$ cat src/rtl/if_id_buf_pkg.sv
// Shared pipeline constants for the MIPS core: word widths, instruction field positions and the NOP encoding.
package pipe_pkg;

  localparam int INSTR_W = 32;
  localparam int PC_W    = 32;

  localparam int OPC_HI = 31;
  localparam int OPC_LO = 26;
  localparam int RS_HI  = 25;
  localparam int RS_LO  = 21;
  localparam int RT_HI  = 20;
  localparam int RT_LO  = 16;
  localparam int RD_HI  = 15;
  localparam int RD_LO  = 11;
  localparam int IMM_HI = 15;
  localparam int IMM_LO = 0;

  localparam logic [INSTR_W-1:0] NOP_INSTR = 32'h0;

  typedef struct packed {
    logic [PC_W-1:0]    pc;
    logic [INSTR_W-1:0] instr;
  } ifid_entry_t;

endpackage

$ cat src/rtl/if_id_buf_if.sv
// Fetch/decode handshake bundle for the IF/ID buffer; master is the fetch+decode side, slave is the buffer.
interface if_id_buf_if;
  import pipe_pkg::*;

  logic               in_valid;
  logic               in_ready;
  logic [PC_W-1:0]    in_pc;
  logic [INSTR_W-1:0] in_instr;
  logic               out_valid;
  logic               out_ready;
  logic [PC_W-1:0]    out_pc;
  logic [INSTR_W-1:0] out_instr;
  logic [5:0]         out_opcode;
  logic [4:0]         out_rs;
  logic [4:0]         out_rt;
  logic [4:0]         out_rd;
  logic [15:0]        out_imm16;

  modport master (
    output in_valid, in_pc, in_instr, out_ready,
    input  in_ready, out_valid, out_pc, out_instr,
           out_opcode, out_rs, out_rt, out_rd, out_imm16
  );

  modport slave (
    input  in_valid, in_pc, in_instr, out_ready,
    output in_ready, out_valid, out_pc, out_instr,
           out_opcode, out_rs, out_rt, out_rd, out_imm16
  );

endinterface

$ cat src/rtl/if_id_buf_fifo.sv
// Parameterized valid/ready FIFO of {pc, instr} entries with a flush that empties it in one edge.
module if_id_fifo
  import pipe_pkg::*;
#(
  parameter int DEPTH = 2
) (
  input  logic        clk,
  input  logic        rst_n,
  input  logic        flush,
  input  logic        in_valid,
  output logic        in_ready,
  input  ifid_entry_t in_data,
  output logic        out_valid,
  input  logic        out_ready,
  output ifid_entry_t out_data
);

  localparam int PTR_W = $clog2(DEPTH);
  localparam int CNT_W = PTR_W + 1;

  ifid_entry_t      mem [DEPTH];
  logic [PTR_W-1:0] head;
  logic [PTR_W-1:0] tail;
  logic [CNT_W-1:0] count;
  logic             push;
  logic             pop;

  // Readiness comes from the registered count only, so a pop never frees a slot in the same cycle.
  assign in_ready  = (count < CNT_W'(DEPTH)) && !flush;
  assign out_valid = (count != '0);
  assign push      = in_valid && in_ready;
  assign pop       = out_valid && out_ready && !flush;
  assign out_data  = mem[head];

  always_ff @(posedge clk or negedge rst_n) begin
    if (!rst_n) begin
      head  <= '0;
      tail  <= '0;
      count <= '0;
      for (int i = 0; i < DEPTH; i++) begin
        mem[i] <= '0;
      end
    end else if (flush) begin
      head  <= '0;
      tail  <= '0;
      count <= '0;
    end else begin
      if (push) begin
        mem[tail] <= in_data;
        tail      <= tail + PTR_W'(1);
      end
      if (pop) begin
        head <= head + PTR_W'(1);
      end
      count <= count + CNT_W'(push) - CNT_W'(pop);
    end
  end

endmodule

$ cat src/rtl/if_id_buf.sv
// IF/ID pipeline buffer: FIFO plus NOP masking, field split and an optional decode stall counter
// (enabled by defining IFID_STALL_CNT_EN; otherwise stall_cnt is tied to zero).
module if_id_buf
  import pipe_pkg::*;
#(
  parameter int DEPTH = 2
) (
  input  logic        clk,
  input  logic        rst_n,
  input  logic        flush,
  if_id_buf_if.slave  bus,
  output logic [31:0] stall_cnt
);

  ifid_entry_t wr_entry;
  ifid_entry_t head_entry;
  logic        head_valid;
  logic        head_ready;

  assign wr_entry.pc    = bus.in_pc;
  assign wr_entry.instr = bus.in_instr;
  assign head_ready     = bus.out_ready;

  if_id_fifo #(.DEPTH(DEPTH)) u_fifo (
    .clk       (clk),
    .rst_n     (rst_n),
    .flush     (flush),
    .in_valid  (bus.in_valid),
    .in_ready  (bus.in_ready),
    .in_data   (wr_entry),
    .out_valid (head_valid),
    .out_ready (head_ready),
    .out_data  (head_entry)
  );

  // An empty buffer presents a NOP at PC 0 so decode sees clean zeros rather than stale storage.
  assign bus.out_valid  = head_valid;
  assign bus.out_pc     = head_valid ? head_entry.pc    : '0;
  assign bus.out_instr  = head_valid ? head_entry.instr : NOP_INSTR;
  assign bus.out_opcode = bus.out_instr[OPC_HI:OPC_LO];
  assign bus.out_rs     = bus.out_instr[RS_HI:RS_LO];
  assign bus.out_rt     = bus.out_instr[RT_HI:RT_LO];
  assign bus.out_rd     = bus.out_instr[RD_HI:RD_LO];
  assign bus.out_imm16  = bus.out_instr[IMM_HI:IMM_LO];

`ifdef IFID_STALL_CNT_EN
  // Saturating back-pressure counter; flush leaves it alone, only reset clears it.
  always_ff @(posedge clk or negedge rst_n) begin
    if (!rst_n) begin
      stall_cnt <= '0;
    end else if (head_valid && !head_ready && (stall_cnt != '1)) begin
      stall_cnt <= stall_cnt + 32'd1;
    end
  end
`else
  assign stall_cnt = 32'h0;
`endif

endmodule

$ cat src/flat_wrapper.sv
// flat-port wrapper written by rule: the top's interface ports become plain ports
module if_id_buf_flat import pipe_pkg::*;
#(
  parameter int DEPTH = 2
)
  (clk, rst_n, flush, stall_cnt, bus_in_valid, bus_in_pc, bus_in_instr, bus_out_ready, bus_in_ready, bus_out_valid, bus_out_pc, bus_out_instr, bus_out_opcode, bus_out_rs, bus_out_rt, bus_out_rd, bus_out_imm16);
  if_id_buf_if bus_i ();
  input  logic clk;
  input  logic rst_n;
  input  logic flush;
  output logic [31:0] stall_cnt;
  input wire logic [$bits(bus_i.in_valid)-1:0] bus_in_valid;
  input wire logic [$bits(bus_i.in_pc)-1:0] bus_in_pc;
  input wire logic [$bits(bus_i.in_instr)-1:0] bus_in_instr;
  input wire logic [$bits(bus_i.out_ready)-1:0] bus_out_ready;
  output wire logic [$bits(bus_i.in_ready)-1:0] bus_in_ready;
  output wire logic [$bits(bus_i.out_valid)-1:0] bus_out_valid;
  output wire logic [$bits(bus_i.out_pc)-1:0] bus_out_pc;
  output wire logic [$bits(bus_i.out_instr)-1:0] bus_out_instr;
  output wire logic [$bits(bus_i.out_opcode)-1:0] bus_out_opcode;
  output wire logic [$bits(bus_i.out_rs)-1:0] bus_out_rs;
  output wire logic [$bits(bus_i.out_rt)-1:0] bus_out_rt;
  output wire logic [$bits(bus_i.out_rd)-1:0] bus_out_rd;
  output wire logic [$bits(bus_i.out_imm16)-1:0] bus_out_imm16;
  assign bus_i.in_valid = bus_in_valid;
  assign bus_i.in_pc = bus_in_pc;
  assign bus_i.in_instr = bus_in_instr;
  assign bus_i.out_ready = bus_out_ready;
  assign bus_in_ready = bus_i.in_ready;
  assign bus_out_valid = bus_i.out_valid;
  assign bus_out_pc = bus_i.out_pc;
  assign bus_out_instr = bus_i.out_instr;
  assign bus_out_opcode = bus_i.out_opcode;
  assign bus_out_rs = bus_i.out_rs;
  assign bus_out_rt = bus_i.out_rt;
  assign bus_out_rd = bus_i.out_rd;
  assign bus_out_imm16 = bus_i.out_imm16;
  if_id_buf #(.DEPTH(DEPTH)) u_core (.clk(clk), .rst_n(rst_n), .flush(flush), .bus(bus_i), .stall_cnt(stall_cnt));
endmodule
$ cat config.mk
export PLATFORM = sky130hd
export DESIGN_NAME = if_id_buf_flat
export DESIGN_NICKNAME = d
export VERILOG_FILES = /design/src/rtl/if_id_buf_pkg.sv /design/src/rtl/if_id_buf_if.sv /design/src/rtl/if_id_buf_fifo.sv /design/src/rtl/if_id_buf.sv /design/src/flat_wrapper.sv
export SDC_FILE = /design/constraint.sdc
export NUM_CORES = 1
export LEC_CHECK = 0
export CORE_MARGIN = 10
export CORE_UTILIZATION = 35
export CTS_BUF_LIST = sky130_fd_sc_hd__clkbuf_2
export DETAILED_ROUTE_END_ITERATION = 16
export GPL_TIMING_DRIVEN = 0
export PLACE_DENSITY = 0.65
export SLEW_MARGIN = 40
export SYNTH_ARGS = -nofsm -noshare
export SYNTH_HDL_FRONTEND = slang
export SYNTH_SLANG_ARGS = --single-unit
$ cat constraint.sdc
create_clock -name clk -period 1.9 [get_ports clk]
set_input_delay 0.38 -clock clk [delete_from_list [all_inputs] [get_ports clk]]
set_output_delay 0.38 -clock clk [all_outputs]
set_load 0.05 [all_outputs]
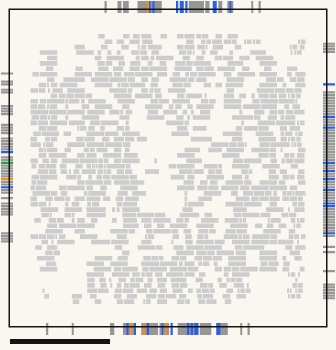
**Above:** run 1 (pin placement).
Bar = 50 um. Pins as bars across the die edge, other pins in gray.
blue -> bus_in_instr  # pins 32, direction input, edge 11 south, 10 east, 9 north, 2 west
orange -> bus_out_rd  # pins 5, direction output, edge 3 south, 1 north, 1 west
green -> bus_out_ready  # pins 1, direction input, edge west

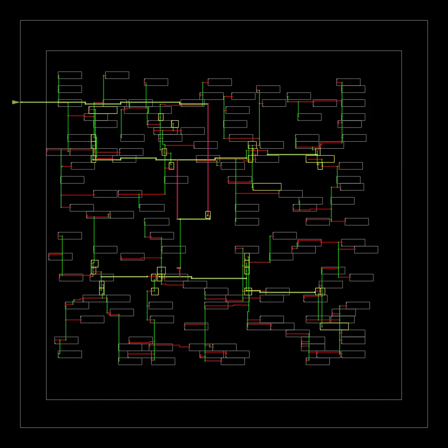
**Above:** run 1 (clock wiring as the flow saved it).
clk sinks: 132
clk latency late pin: 660 ps
worst-case clock skew: 28.8 ps
total CTS buffers: 17

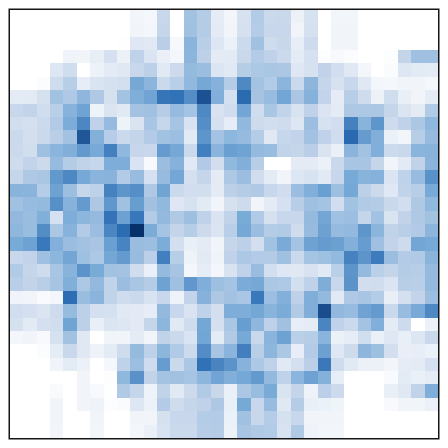
**Above:** run 1 (signal metal coverage by tile).
32 x 32 tiles, from white (low) to dark blue (high), scaled to the fullest tile. Values are wire area over tile area, all layers added.
tiles over half the peak = 10%
emptiest ninth of the die = south-west
mean over tiles = 0.12
fullest tile = 0.45

[run 1: logic make-up after synthesis]
family	count (synthesis)
muxes	192
other	1
and+or+nand+nor	75
adders and majority gates	2
buffers and inverters	98
xor gates and xnor gates	4
AOI/OAI and AO/OA	1
DFF	132
[run 1: cells in the mapped netlist, drive strengths merged]
cell type    n  share of area (%)
mux2       128                 25
ha           2               0.37
buf         93                 11
or3b         1               0.17
conb         1              0.056
o21ai        1              0.074
xor2         2               0.26
clkbuf       3               0.17
mux2i       64                9.5
nor2b        1              0.093
and2b        1               0.13
and3         1              0.093
xnor2        2               0.26
nor2        71                4.2
inv          2               0.11
dfrtp      132                 49
==> results.sh, run 1 <==
# implementation run metrics
export IMPL_cts_hold_buf=1
export IMPL_fmax_mhz=416
export IMPL_vias_per_cell=4.39
export IMPL_maxCapViolCount=0
export IMPL_postSynthAreaPerCell_um2=13.3
export IMPL_num_vias=4596
export IMPL_timing_final_crit_period_ps=2400
export IMPL_clock_root_buffer="clkbuf_2"
export IMPL_fin_area_um2=11000
export IMPL_p_total_w=0.0160
export IMPL_power_share_clock_pct=12.0
export IMPL_dominant_cells="buffers"
export IMPL_setup_viol=231
export IMPL_synth_seq_share_pct=49.0
export IMPL_final_common_cell="dfrtp_1"
export IMPL_simple_gate_area_share_pct=4.68
export IMPL_sh_comb_area_pct=29.9
export IMPL_dpl_cell_area_um2=9100
export IMPL_yosys_area_um2=6740
export IMPL_irDropWorstVdd_v=0.000838
export IMPL_status="finished, violations left"
export IMPL_grt_usage_pct=14.6
export IMPL_worst_slack_ps=-501
export IMPL_violations="negative setup slack"
export IMPL_final_cells=1046
export IMPL_cpMaxStageDelayCell="dfrtp_2"
export IMPL_routed_wl_mm=19.2
export IMPL_fill_cells=1484
export IMPL_diodes=0
export IMPL_tap_cells=260
export IMPL_drv_slew=0
export IMPL_worstSetupEndpoint="bus_out_rd[2]"
export IMPL_adder_share_pct=0.372
export IMPL_use_met1_pct=17.0
export IMPL_grt_pass1_wl_mm=29.4
export IMPL_grt_use_met2_pct=25.1
## Run 2: what changed since run 1
- PLACE_DENSITY: 0.65 -> 0.61
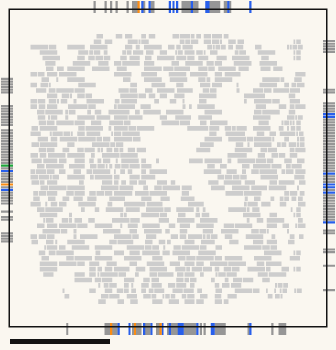
**Above:** run 2 (pin placement).
Bar = 50 um. Pins as bars across the die edge, other pins in gray.
blue -> bus_in_instr  # pins 32, direction input, edge 13 south, 10 north, 7 east, 2 west
orange -> bus_out_rd  # pins 5, direction output, edge 3 south, 1 north, 1 west
green -> bus_out_ready  # pins 1, direction input, edge west
all pins by edge = 58 south, 58 east, 49 west, 39 north
tally of buffers added on design ports: 171
Die Width: 159 um
Chip Height: 159 um

==> results.sh, run 2 <==
# implementation run metrics
export IMPL_drv_slew=0
export IMPL_final_common_cell="dfrtp_1"
export IMPL_worst_slack_ps=-502
export IMPL_final_cells=1041
export IMPL_violations="negative setup slack"
export IMPL_p_total_w=0.0160
export IMPL_synth_seq_share_pct=49.0
export IMPL_cts_sinks=132
export IMPL_num_vias=4635
export IMPL_vias_per_cell=4.45
export IMPL_grt_use_met2_pct=24.2
export IMPL_dpl_cell_area_um2=9100
export IMPL_synth_top_cell_by_count="dfrtp_1"
export IMPL_use_met1_pct=17.3
export IMPL_worstSetupEndpoint="bus_out_rt[3]"
export IMPL_cts_hold_buf=1
export IMPL_irDropWorstVdd_v=0.000822
export IMPL_yosysTopAreaCell="dfrtp_1"
export IMPL_top_cells_by_count="dfrtp_1, nor2_1, buf_4, mux2_2, mux2i_1"
export IMPL_status="finished, violations left"
export IMPL_grt_usage_pct=14.5
export IMPL_power_share_clock_pct=11.8
export IMPL_flop_cell="dfrtp_1"
export IMPL_fmax_mhz=416
export IMPL_area_leaders="dfrtp_1, mux2_4, mux2_2"
export IMPL_maxCapViolCount=0
export IMPL_yosys_area_um2=6740
export IMPL_timing_final_crit_period_ps=2400
export IMPL_setup_viol=169
export IMPL_clock_skew_ps=23.1
export IMPL_diodes=0
export IMPL_grt_pass1_wl_mm=29.3
[run 2: logic make-up after synthesis]
family          count (synthesis)  synth area share, %
buf+inv                        98                 11.0
mux                           192                 34.3
compound gates                  1               0.0742
other cells                     1               0.0557
xor+xnor                        4                0.520
fa+ha+maj                       2                0.371
simple gates                   75                 4.68
flops                         132                 49.0
[run 2: layout make-up]
type                       instances  area (um^2)
clock inverter                    12          161
sequential                       132         3310
buffer                            95          973
tap                              260          325
inverter                           2         7.51
timing repair buffer             214         2590
fill                            1553         8030
multi-input combinational        306         3340
clock buffer                      20          100
[run 2: critical path, cell delays in order (launching register included)]
cell and delay (ps):
dfrtp_2 480, nor2_4 150, clkbuf_16 200, buf_8 180, nor2_2 70, buf_4 140
buf_8 140
